[src/rtl/fetch_sequencer.sv]
// Fetch/step sequencer: owns the PC, fetches into the instruction register and emits T-states.
// Optional SINGLE_STEP_EN adds step_req, gating each fetch on a step request.
module fetch_sequencer #(
    parameter int ADDR_W    = 4,
    parameter int DATA_W    = 8,
    parameter int NUM_STEPS = 5
) (
    input  logic              clk,
    input  logic              bReset,
    input  logic [DATA_W-1:0] mem_rdata,
    input  logic              mem_ready,
    input  logic              jump_en,
    input  logic [ADDR_W-1:0] jump_addr,
    input  logic              step_done,
    input  logic              hlt,
`ifdef SINGLE_STEP_EN
    input  logic              step_req,
`endif
    output logic [ADDR_W-1:0] mem_addr,
    output logic              mem_rd,
    output logic [DATA_W-1:0] instruction,
    output logic [2:0]        opcode,
    output logic [2:0]        sc,
    output logic [ADDR_W-1:0] pc,
    output logic              fetch_valid,
    output logic              halted
);

    typedef enum logic [1:0] {
        S_FETCH = 2'd0,
        S_WAIT  = 2'd1,
        S_EXEC  = 2'd2,
        S_HALT  = 2'd3
    } state_t;

    localparam logic [2:0] LAST_SC = 3'(NUM_STEPS - 1);

    state_t              state_q, state_d;
    logic [ADDR_W-1:0]   pc_q, pc_d;
    logic [ADDR_W-1:0]   mem_addr_q, mem_addr_d;
    logic                mem_rd_q, mem_rd_d;
    logic [DATA_W-1:0]   instruction_q, instruction_d;
    logic [2:0]          sc_q, sc_d;
    logic                fetch_valid_q, fetch_valid_d;
    logic                halted_q, halted_d;
    logic                go_s;

`ifdef SINGLE_STEP_EN
    assign go_s = step_req;
`else
    assign go_s = 1'b1;
`endif

    // Next-state and next-output logic for the fetch/wait/exec/halt sequence
    always_comb begin
        state_d       = state_q;
        pc_d          = pc_q;
        mem_addr_d    = mem_addr_q;
        mem_rd_d      = mem_rd_q;
        instruction_d = instruction_q;
        sc_d          = sc_q;
        fetch_valid_d = 1'b0;
        halted_d      = halted_q;
        case (state_q)
            S_FETCH: begin
                if (go_s) begin
                    mem_addr_d = pc_q;
                    mem_rd_d   = 1'b1;
                    sc_d       = 3'd1;
                    state_d    = S_WAIT;
                end else begin
                    mem_rd_d   = 1'b0;
                    sc_d       = 3'd0;
                end
            end
            S_WAIT: begin
                if (mem_ready) begin
                    instruction_d = mem_rdata;
                    pc_d          = pc_q + ADDR_W'(1);
                    mem_rd_d      = 1'b0;
                    fetch_valid_d = 1'b1;
                    sc_d          = 3'd2;
                    state_d       = S_EXEC;
                end else begin
                    mem_rd_d      = 1'b1;
                end
            end
            S_EXEC: begin
                // Jump target is mirrored onto mem_addr so the next fetch address is visible early
                if (jump_en) begin
                    pc_d       = jump_addr;
                    mem_addr_d = jump_addr;
                end else begin
                    pc_d       = pc_q;
                end
                if (hlt) begin
                    state_d  = S_HALT;
                    sc_d     = 3'd0;
                    halted_d = 1'b1;
                    mem_rd_d = 1'b0;
                end else if ((sc_q == LAST_SC) || step_done) begin
                    state_d  = S_FETCH;
                    sc_d     = 3'd0;
                end else begin
                    sc_d     = sc_q + 3'd1;
                end
            end
            S_HALT: begin
                halted_d = 1'b1;
            end
            default: begin
                state_d  = S_FETCH;
                sc_d     = 3'd0;
                mem_rd_d = 1'b0;
            end
        endcase
    end

    // State and output registers, cleared asynchronously by bReset
    always_ff @(posedge clk or posedge bReset) begin
        if (bReset) begin
            state_q       <= S_FETCH;
            pc_q          <= '0;
            mem_addr_q    <= '0;
            mem_rd_q      <= 1'b0;
            instruction_q <= '0;
            sc_q          <= 3'd0;
            fetch_valid_q <= 1'b0;
            halted_q      <= 1'b0;
        end else begin
            state_q       <= state_d;
            pc_q          <= pc_d;
            mem_addr_q    <= mem_addr_d;
            mem_rd_q      <= mem_rd_d;
            instruction_q <= instruction_d;
            sc_q          <= sc_d;
            fetch_valid_q <= fetch_valid_d;
            halted_q      <= halted_d;
        end
    end

    assign mem_addr    = mem_addr_q;
    assign mem_rd      = mem_rd_q;
    assign instruction = instruction_q;
    assign opcode      = instruction_q[DATA_W-1:DATA_W-3];
    assign sc          = sc_q;
    assign pc          = pc_q;
    assign fetch_valid = fetch_valid_q;
    assign halted      = halted_q;

endmodule

[config.mk]
export PLATFORM = sky130hd
export DESIGN_NAME = fetch_sequencer
export DESIGN_NICKNAME = d
export VERILOG_FILES = /design/src/rtl/fetch_sequencer.sv
export SDC_FILE = /design/constraint.sdc
export NUM_CORES = 1
export LEC_CHECK = 0
export CORE_UTILIZATION = 48
export DETAILED_ROUTE_END_ITERATION = 10
export PLACE_DENSITY = 0.95
export SLEW_MARGIN = 20
export SYNTH_ARGS = -nofsm -noshare
export SYNTH_HDL_FRONTEND = slang
export SYNTH_SLANG_ARGS = --single-unit
export TNS_END_PERCENT = 1
[constraint.sdc]
create_clock -name clk -period 2.7 [get_ports clk]
set_input_delay 0.54 -clock clk [delete_from_list [all_inputs] [get_ports clk]]
set_output_delay 0.54 -clock clk [all_outputs]
set_load 0.02 [all_outputs]
==> reports/results.ini <==
[yosys]
synthCells=118
avgSynthCellArea_um2=10.6
compound_area_share_pct=15.0
adder_share_pct=8.02
ys_sh_simple_pct=13.0
synth_cell_types=34
yosys-top-cells-area=dfrtp_1, ha_1, mux2_2
top_area_cell=dfrtp_1
yosysChipArea_mm2=0.00125
ys.flops=24
yosysWarnings=0
logic_family=AND-OR/OR-AND gates
ys_cells=118

[route]
first_pass_iters=4
vias=1056
ant_nets=0
wl_per_cell_um=15.1
avgViaCountPerCell=5.59
drtIter0Drc=25
wirelength_um=2860

[die]
fp.dieW_um=53.0
dieHeight_um=53.0
design.portCount=43
dieArea_mm2=0.00281
num_rows=18
core-area_mm2=0.00248

[final_layout]
finish.utilization_pct=68.5
lay_top_count=clkdlybuf4s50_1
layout.cells.non_filler=189
mostFrequentLayoutCells=clkdlybuf4s50_1, dfrtp_1, nor2_1, inv_1
fin_area_mm2=0.00170
fillers=186
syn_to_final_growth_pct=36.0
mi_logic_area_um2=571

[clock_network]
clock-root-buffer=clkbuf_4
htreeDepth=1
cts_sinks=24
post_cts_buffers=0
tritoncts=yes
ctsHoldBuffers=0
cts-resized-gates=0

[global_route]
grt_max_degree=25
track_usage_pct=22.1
grt_antenna_before_repair=0
grt_pass1_vias=1020

[pwr]
ir_worst_vdd_mv=0.822
intPower_mw=1.19
netSwitchingFraction_pct=44.1
combPwrFrac_pct=61.9
p_comb_mw=1.32
total_power_mw=2.13

[job]
drv_cap=0

[worst_hold_path]
holdPathStages=2
holdPathEnd=halted
hold_path.class=reg2reg

[final_timing]
finalSetupViolCount=0
final.setup.worst_slack_ns=0.666
tightest_slew_ns=0.602
period_needed_ns=2.03
slew_viol_final=0
final.setup.tns_ns=0
fmax_mhz=492
timing.slew.headroom_pct=59.9
finalCritPeriodShare_pct=75.3

[place]
dp_cells=186

[worst_setup_path]
crit_end=pc[3]
cp_max_fo=18
crit_path_end_kind=flip-flop
start_kind=flip-flop
r2r.worst_path.cells=6
reg2reg_to=pc[3]
setup.worst_path.class=reg2reg

[run_status]
outcome=completed

-- Yosys cell counts, drive strengths merged --
cell / instances
ha: 8
nor3: 2
o22ai: 4
a22oi: 1
nand2: 9
a21oi: 5
o21ai: 8
or3: 1
nor2b: 1
or2: 1
o2bb2ai: 1
inv: 10
buf: 5
dfrtp: 24
nand4: 1
o32ai: 1
nand2b: 3
a211oi: 1
a311oi: 1
o2111ai: 1
o21a: 1
nand3: 2
mux2i: 3
nor2: 10
and3: 2
a31oi: 3
mux2: 8
a41oi: 1
-- sequential cells by signal, summed over array words and instances (netlist names) --
register,count
mem_addr,4
halted,1
sc,3
state_q,2
fetch_valid,1
mem_rd,1
pc,4
instruction,8
-- layout make-up --
type,instances,share of cell area [%]
clock buffers,3,1.33
flip-flops and latches,24,35.4
multi-input cells,79,33.6
inverters,10,2.21
repair buffers,43,25.2
well taps,30,2.21
-- kinds of logic after synthesis --
logic type	Yosys count
AND-OR/OR-AND	28
adder cells (fa/ha/maj)	8
multiplexers	11
buffers and inverters	15
flip-flops	24
AND/OR/NAND/NOR	32
-- worst max-delay path, stage by stage (launching register included) --
cell	delay, ns
dfrtp_1	0.44
inv_1	0.12
ha_1	0.55
or2_1	0.26
nand3_1	0.20
o21ai_0	0.23
o21ai_0	0.11
-- per-layer routing --
| layer | vias up | track usage (%) | wire length [µm] |
|---|---|---|---|
| li1 | 498 | - | - |
| met1 | 519 | 23.2 | 1090 |
| met2 | 33 | 41.4 | 1560 |
| met3 | 6 | 6.90 | 153 |
| met4 | 0 | 6.58 | 56 |
| met5 | - | 0 | 0 |
registers.png
Scale bar: 20 µm.
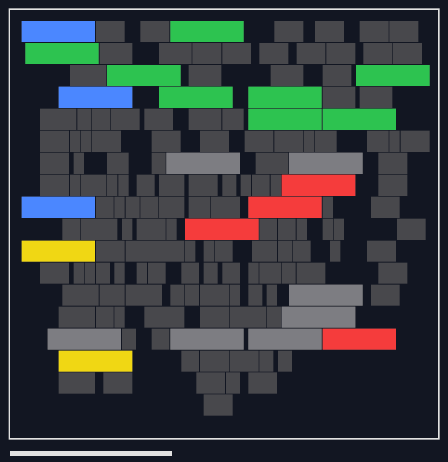
yellow -> state_q  # flops 2
green -> instruction  # flops 8
red -> mem_addr  # flops 4
blue -> sc  # flops 3
not coloured = 7
sequential cell area: 601 µm²
Seq/total area: 35.4%
Seq. pwr: 662 µW

metal_stack.png
Scale bar: 20 µm.
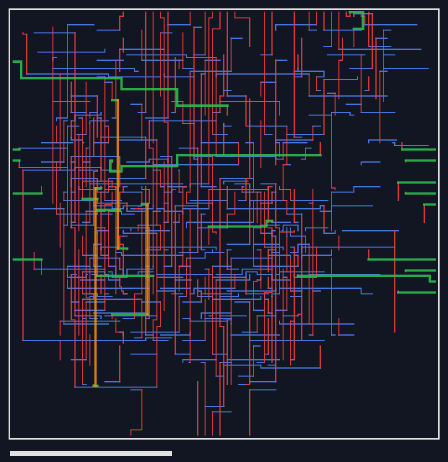
orange -> met4  # wire length 56.4 µm
blue -> met1  # wire length 1,090 µm
green -> met3  # wire length 153 µm
red -> met2  # wire length 1,560 µm

drive_strength.png
Scale bar: 20 µm.
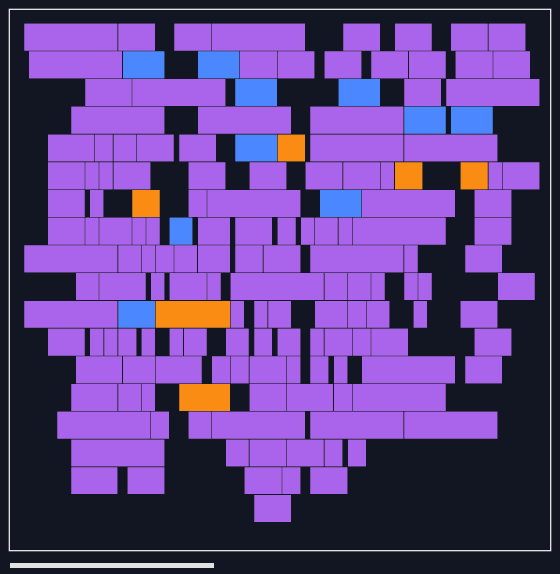
orange -> drive 3 to 4  # cells 6, share 3.8%
blue -> drive 2  # cells 10, share 6.3%
purple -> drive 1 or less  # cells 143, share 90%

final_clocks.png
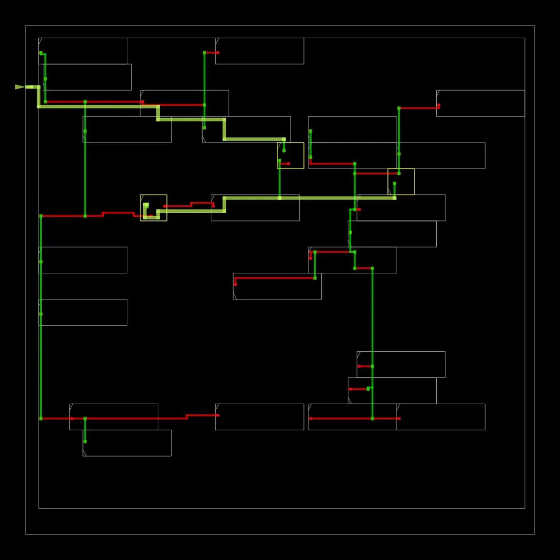
clk_buf instances: 3
Clock Latency Late Sink: 0.31 ns
Clock Power: 150 µW
final setup skew: 0.00373 ns

port_nets.png
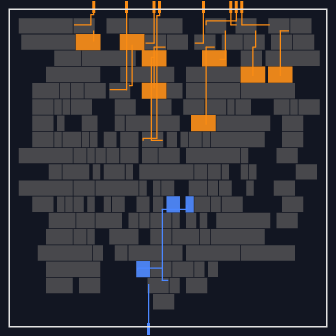
orange -> mem_rdata  # bits 8, direction input, end cells 8, buffers 8, wire 147 µm
blue -> jump_en  # bits 1, direction input, end cells 3, buffers 1, wire 28.8 µm

Power and IR drop assume default switching activity.
